**Cell area per tile**

(4 px per µm) The die is cut into 8 by 8 equal tiles; black is low, pale yellow is high, 0 to 100% covered.
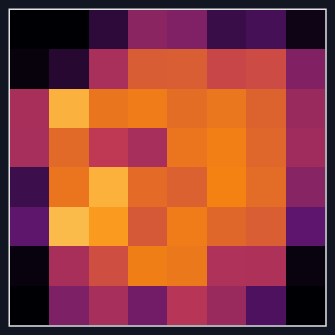
**The metal 2 layer**

(4 px per µm)
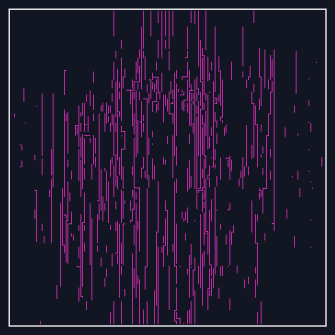
**Power grid**

(4 px per µm) Pins as bars on the die edge.
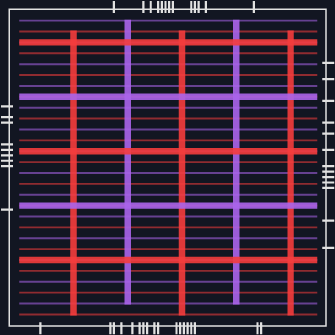
<file path="src/rtl/fetch_if.sv">
// Fetch-stage bus bundle: instruction-memory port, stall/redirect controls
// from downstream, and the IF/ID register outputs consumed by decode.
//   imem_addr/imem_data : combinational instruction-memory read port
//   stall, branch_*     : hold / redirect requests from later stages
//   if_*                : IF/ID pipeline register contents
// master = fetch unit, slave = memory plus pipeline environment.
interface fetch_if;
  logic [7:0] imem_addr;
  logic [7:0] imem_data;
  logic       stall;
  logic       branch_taken;
  logic [7:0] branch_target;
  logic       if_valid;
  logic [7:0] if_instr;
  logic [7:0] if_imm;
  logic [7:0] if_pc_next;

  modport master (
    output imem_addr, if_valid, if_instr, if_imm, if_pc_next,
    input  imem_data, stall, branch_taken, branch_target
  );

  modport slave (
    input  imem_addr, if_valid, if_instr, if_imm, if_pc_next,
    output imem_data, stall, branch_taken, branch_target
  );
endinterface

</file>
<file path="src/rtl/fetch_unit.sv">
// Instruction-fetch stage. Owns the 8-bit PC, loads the start PC from the
// byte stored at RESET_VEC_ADDR, and assembles 1-byte instructions or
// 2-byte (opcode + immediate) instructions into the IF/ID register.
// Ports:
//   clk  : rising-edge clock
//   rst  : asynchronous reset, active-high
//   bus  : fetch_if.master (imem port, stall/branch inputs, if_* outputs)
module fetch_unit #(
  parameter logic [7:0] RESET_VEC_ADDR = 8'h00,
  parameter logic [3:0] IMM_OPC        = 4'hC
) (
  input logic      clk,
  input logic      rst,
  fetch_if.master  bus
);

  typedef enum logic [1:0] {S_VEC, S_FETCH, S_IMM} state_t;

  typedef struct packed {
    logic       valid;
    logic [7:0] instr;
    logic [7:0] imm;
    logic [7:0] pc_next;
  } ifid_t;

  state_t     state, state_n;
  logic [7:0] pc, pc_n;
  logic [7:0] hold, hold_n;
  ifid_t      ifid, ifid_n;
  logic [7:0] pc_inc;

  // Memory reads the vector location first, then follows the PC.
  assign bus.imem_addr  = (state == S_VEC) ? RESET_VEC_ADDR : pc;
  assign pc_inc         = pc + 8'd1;  // 8-bit, wraps FF -> 00

  assign bus.if_valid   = ifid.valid;
  assign bus.if_instr   = ifid.instr;
  assign bus.if_imm     = ifid.imm;
  assign bus.if_pc_next = ifid.pc_next;

  always_ff @(posedge clk or posedge rst) begin
    if (rst) begin
      state <= S_VEC;
      pc    <= 8'h00;
      hold  <= 8'h00;
      ifid  <= '0;
    end else begin
      state <= state_n;
      pc    <= pc_n;
      hold  <= hold_n;
      ifid  <= ifid_n;
    end
  end

  always_comb begin
    state_n = state;
    pc_n    = pc;
    hold_n  = hold;
    ifid_n  = ifid;
    case (state)
      // Vector load: stall and redirect are not honoured yet.
      S_VEC: begin
        pc_n         = bus.imem_data;
        ifid_n.valid = 1'b0;
        state_n      = S_FETCH;
      end
      S_FETCH: begin
        if (bus.branch_taken) begin
          pc_n         = bus.branch_target;
          ifid_n.valid = 1'b0;
        end else if (!bus.stall) begin
          pc_n = pc_inc;
          if (bus.imem_data[7:4] == IMM_OPC) begin
            // Opcode of a 2-byte instruction: park it, emit a bubble.
            hold_n       = bus.imem_data;
            ifid_n.valid = 1'b0;
            state_n      = S_IMM;
          end else begin
            ifid_n.valid   = 1'b1;
            ifid_n.instr   = bus.imem_data;
            ifid_n.imm     = 8'h00;
            ifid_n.pc_next = pc_inc;
          end
        end
      end
      S_IMM: begin
        if (bus.branch_taken) begin
          // Redirect drops the parked opcode; it is never emitted.
          pc_n         = bus.branch_target;
          ifid_n.valid = 1'b0;
          state_n      = S_FETCH;
        end else if (!bus.stall) begin
          ifid_n.valid   = 1'b1;
          ifid_n.instr   = hold;
          ifid_n.imm     = bus.imem_data;
          ifid_n.pc_next = pc_inc;
          pc_n           = pc_inc;
          state_n        = S_FETCH;
        end
      end
      default: begin
        state_n = S_VEC;
      end
    endcase
  end

endmodule

</file>
<file path="src/flat_wrapper.sv">
// flat-port wrapper written by rule: the top's interface ports become plain ports
module fetch_unit_flat 
#(
  parameter logic [7:0] RESET_VEC_ADDR = 8'h00,
  parameter logic [3:0] IMM_OPC        = 4'hC
)
  (clk, rst, bus_imem_addr, bus_if_valid, bus_if_instr, bus_if_imm, bus_if_pc_next, bus_imem_data, bus_stall, bus_branch_taken, bus_branch_target);
  fetch_if bus_i ();
  input logic clk;
  input logic rst;
  output wire logic [$bits(bus_i.imem_addr)-1:0] bus_imem_addr;
  output wire logic [$bits(bus_i.if_valid)-1:0] bus_if_valid;
  output wire logic [$bits(bus_i.if_instr)-1:0] bus_if_instr;
  output wire logic [$bits(bus_i.if_imm)-1:0] bus_if_imm;
  output wire logic [$bits(bus_i.if_pc_next)-1:0] bus_if_pc_next;
  input wire logic [$bits(bus_i.imem_data)-1:0] bus_imem_data;
  input wire logic [$bits(bus_i.stall)-1:0] bus_stall;
  input wire logic [$bits(bus_i.branch_taken)-1:0] bus_branch_taken;
  input wire logic [$bits(bus_i.branch_target)-1:0] bus_branch_target;
  assign bus_imem_addr = bus_i.imem_addr;
  assign bus_if_valid = bus_i.if_valid;
  assign bus_if_instr = bus_i.if_instr;
  assign bus_if_imm = bus_i.if_imm;
  assign bus_if_pc_next = bus_i.if_pc_next;
  assign bus_i.imem_data = bus_imem_data;
  assign bus_i.stall = bus_stall;
  assign bus_i.branch_taken = bus_branch_taken;
  assign bus_i.branch_target = bus_branch_target;
  fetch_unit #(.RESET_VEC_ADDR(RESET_VEC_ADDR), .IMM_OPC(IMM_OPC)) u_core (.clk(clk), .rst(rst), .bus(bus_i));
endmodule
</file>
<file path="config.mk">
export PLATFORM = sky130hd
export DESIGN_NAME = fetch_unit_flat
export DESIGN_NICKNAME = d
export VERILOG_FILES = /design/src/rtl/fetch_if.sv /design/src/rtl/fetch_unit.sv /design/src/flat_wrapper.sv
export SDC_FILE = /design/constraint.sdc
export NUM_CORES = 1
export LEC_CHECK = 0
export ABC_AREA = 1
export ABC_CLOCK_PERIOD_IN_PS = 4500
export CORE_MARGIN = 2
export CORE_UTILIZATION = 40
export DETAILED_ROUTE_END_ITERATION = 8
export GPL_ROUTABILITY_DRIVEN = 0
export PLACE_DENSITY = 0.66
export SLEW_MARGIN = 40
export SYNTH_ARGS = -nofsm -noshare
export SYNTH_HDL_FRONTEND = slang
export SYNTH_SLANG_ARGS = --single-unit
</file>
<file path="constraint.sdc">
create_clock -name clk -period 4.5 [get_ports clk]
set_input_delay 1.125 -clock clk [delete_from_list [all_inputs] [get_ports clk]]
set_output_delay 1.125 -clock clk [all_outputs]
set_load 0.02 [all_outputs]
</file>
==> flow_summary.ini <==
; generated from flow reports
[global_route]
grt_pass1_wl_um = 8640
grt_max_degree = 44
grt_pass1_vias = 1810
grt_util_all_layers_pct = 17.7

[finish]
area_delta_synth_final_pct = 29.8
fin_cells = 404
fillers = 553
antennaDiodeCount = 0
num-nets-final = 357

[flow_run]
drv_cap = 0
tool_warnings = 30

[synth]
yosys_cells = 280
mux_share_pct = 0
synthesis.instances = 280
synthTopLogicFamily = simple AND/OR/NAND/NOR gates
syn_avg_cell_area_um2 = 8.00
synthAdderAreaFrac_pct = 3.35
ys_sh_xor_pct = 0.391
ys_types = 26
yosys_warnings = 0
largest_area_cell = dfrtp_1
ys_ff = 43
synth_nets = 306
synthTopCellsByArea = dfrtp_1 48%, nand2_1 13%, o21ai_0 6.3%, inv_1 5.5%, nor2_1 4.7%
top_cell_area_share_pct = 48.0
netlist_area_um2 = 2240

[timing]
slew_viol_final = 0
rsz0062_at_grt = no
hold_viol = 0
fin_crit_ns = 3.09
setup_viol = 0
fin_skew_ns = 0.00900
worst_pin_slew_ns = 0.549
setup_ws_ns = 1.41
relSlewSlack_pct = 63.4
finalCritPeriodShare_pct = 68.7
clock.fmax_mhz = 323

[clock_tree]
cts_root_buf = clkbuf_8
cts.path.max_buffers = 2
cts-resized-gates = 0
numCtsBuffers = 5
cts_htree_levels = 2
holdBufCountCts = 0
cts.sinks = 43
postCtsSetupBuffers = 0
clk_latency_ns = 0.30
cts_tree = done

[worst_hold_path]
holdPathEnd = u_core.hold[7]$_DFFE_PP0P_
hold_path.startpoint = u_core.hold[7]$_DFFE_PP0P_
hold_path.class = reg -> reg

[routing]
drt_first_pass_iters = 4
wl_per_cell_um = 12.5
drt_iter0_markers = 142
drtAntennaViolNets = 0
drcViolationCount = 0
viasPerCell = 4.81

[run_status]
outcome = finished clean

[setup_path]
r2r_slack_ns = 2.54
cp.arrival_ns = 1.97
critPathLaunchType = flop
endpoint_kind = primary output
cp_max_fo = 9
r2r-end = u_core.bus.if_pc_next[7]$_DFFE_PP0P_
r2r-start = u_core.state[0]$_DFFE_PP0P_
worstPathRequired_ns = 3.38

[placed_design]
dp_hpwl_um = 3750
io_buffer_count = 52
pre_cts_slack_ns = 1.73
place_inst = 396

[floorplanning]
num_rows = 27
ios = 53

[power_and_ir_drop]
power.total_mw = 2.10
p_leak_nw = 1.43
power_density_nw_per_um2 = 723
Notes on 'cell area per tile' above:
- emptiest ninth of the die: top left
- nearly empty tiles: 6.2%
- densest ninth of the die: middle
Core Util at FP: 40.9%
Layout Utilization: 53.1%
core area: 5470 µm²

Notes on 'the metal 2 layer' above:
- longest straight run: 45.2 µm
- main direction: vertical
- share of all routed wire: 46%
- wire length on this layer: 2340 µm
- nets with wire on the layer: 281
final WL: 5050 µm
DR vias: 1944
met2 capacity usage during global routing: 27.5%

Notes on 'power grid' above:
- VDD: purple
- VSS: red
- signal pins: 53
- met5 straps: 5
- met1 rails: 28
Die Ht: 78.8 µm
Die X: 78.8 µm
VDD IR max: 0.296 mV

==> cell usage after synthesis <==
cell type / n
nand2_1: 77
dfrtp_1: 43
inv_1: 33
nor2_1: 28
o21ai_0: 28
a21oi_1: 12
nand3_1: 12
ha_1: 6
o21ai_2: 6
buf_6: 5
o21ai_1: 5
a22oi_1: 4
clkbuf_1: 3
nand2_2: 3
inv_2: 2
nand4_1: 2
or2_1: 2
a21oi_2: 1
buf_2: 1
nand3_4: 1
nand4_2: 1
nor2_2: 1
nor2_4: 1
o211ai_1: 1
o22ai_1: 1
xor2_1: 1
==> metal layers <==
metal  GRT usage (%)  vias to the layer above  wire length [µm]
met5               0                        -                 0
met4            5.52                        0                78
met3            3.41                        7               229
met2            27.5                       58              2340
met1            25.2                      880              2400
li1                -                      999                 -
==> worst max-delay path, cell delays in order (launching register included) <==
cell and delay, ns:
dfrtp_1 0.43, inv_1 0.09, ha_1 0.34, nor2_1 0.20, clkdlybuf4s50_1 0.63
==> where the power goes <==
part / internal (mW) / switching (mW) / leakage, nW
combinational: 0.465 / 0.657 / 0.832
clock: 0.183 / 0.135 / 0.0618
sequential: 0.550 / 0.113 / 0.539
==> placed cells by master (no fill, tap or decap), types with 5 or more instances in the layout <==
master and instances:
a21oi_1 12, clkbuf_8 6, clkdlybuf4s50_1 52, dfrtp_1 43, ha_1 6, inv_1 33
nand2_1 77, nand3_1 12, nor2_1 28, o21ai_0 28, o21ai_1 5, o21ai_2 6
==> per-stage QoR <==
step                hold slack, ns  utilization [%]  area (µm²)
global placement             0.443             50.9        2790
detailed placement           0.448             50.9        2790
finish                       0.467             53.1        2910
floorplan                    0.428                -        2240
global route                 0.490             53.1        2910
CTS                          0.471             53.1        2910
==> cell type report <==
cell class	instances	area, µm²	share of cell area, %
inverter	35	131	4.52
sequential	43	1080	37.0
timing repair buffer	53	528	18.2
tap	72	90.1	3.10
multi-input combinational	193	960	33.0
clock inverter	2	38.8	1.33
clock buffer	6	82.6	2.84
==> state kept, by name, summed over array words and instances, names as in the netlist <==
name	flops
u_core.bus.if_imm	8
u_core.bus.if_instr	8
u_core.bus.if_pc_next	8
u_core.hold	8
u_core.pc	8
u_core.state	2
u_core.bus.if_valid	1
==> cell families after synthesis <==
group / after synthesis
adders and majority gates: 6
and+or+nand+nor: 128
buffers and inverters: 44
DFF: 43
xor gates and xnor gates: 1
AOI/OAI and AO/OA: 58
==> worst max path at each step <==
stage | from | to | slack, ns | cells past startpoint
floorplan | u_core.state[0]$_DFFE_PP0P_ | bus_imem_addr[0] | 2.25 | 4
global placement | u_core.state[0]$_DFFE_PP0P_ | bus_imem_addr[0] | 1.74 | 4
detailed placement | bus_branch_taken | u_core.bus.if_pc_next[5]$_DFFE_PP0P_ | 1.73 | 6
CTS | u_core.state[0]$_DFFE_PP0P_ | bus_imem_addr[0] | 1.43 | 4
global route | u_core.state[0]$_DFFE_PP0P_ | bus_imem_addr[0] | 1.30 | 4
finish | u_core.state[0]$_DFFE_PP0P_ | bus_imem_addr[0] | 1.41 | 4
No activity file was given, so power comes from the tool's default toggle rates.
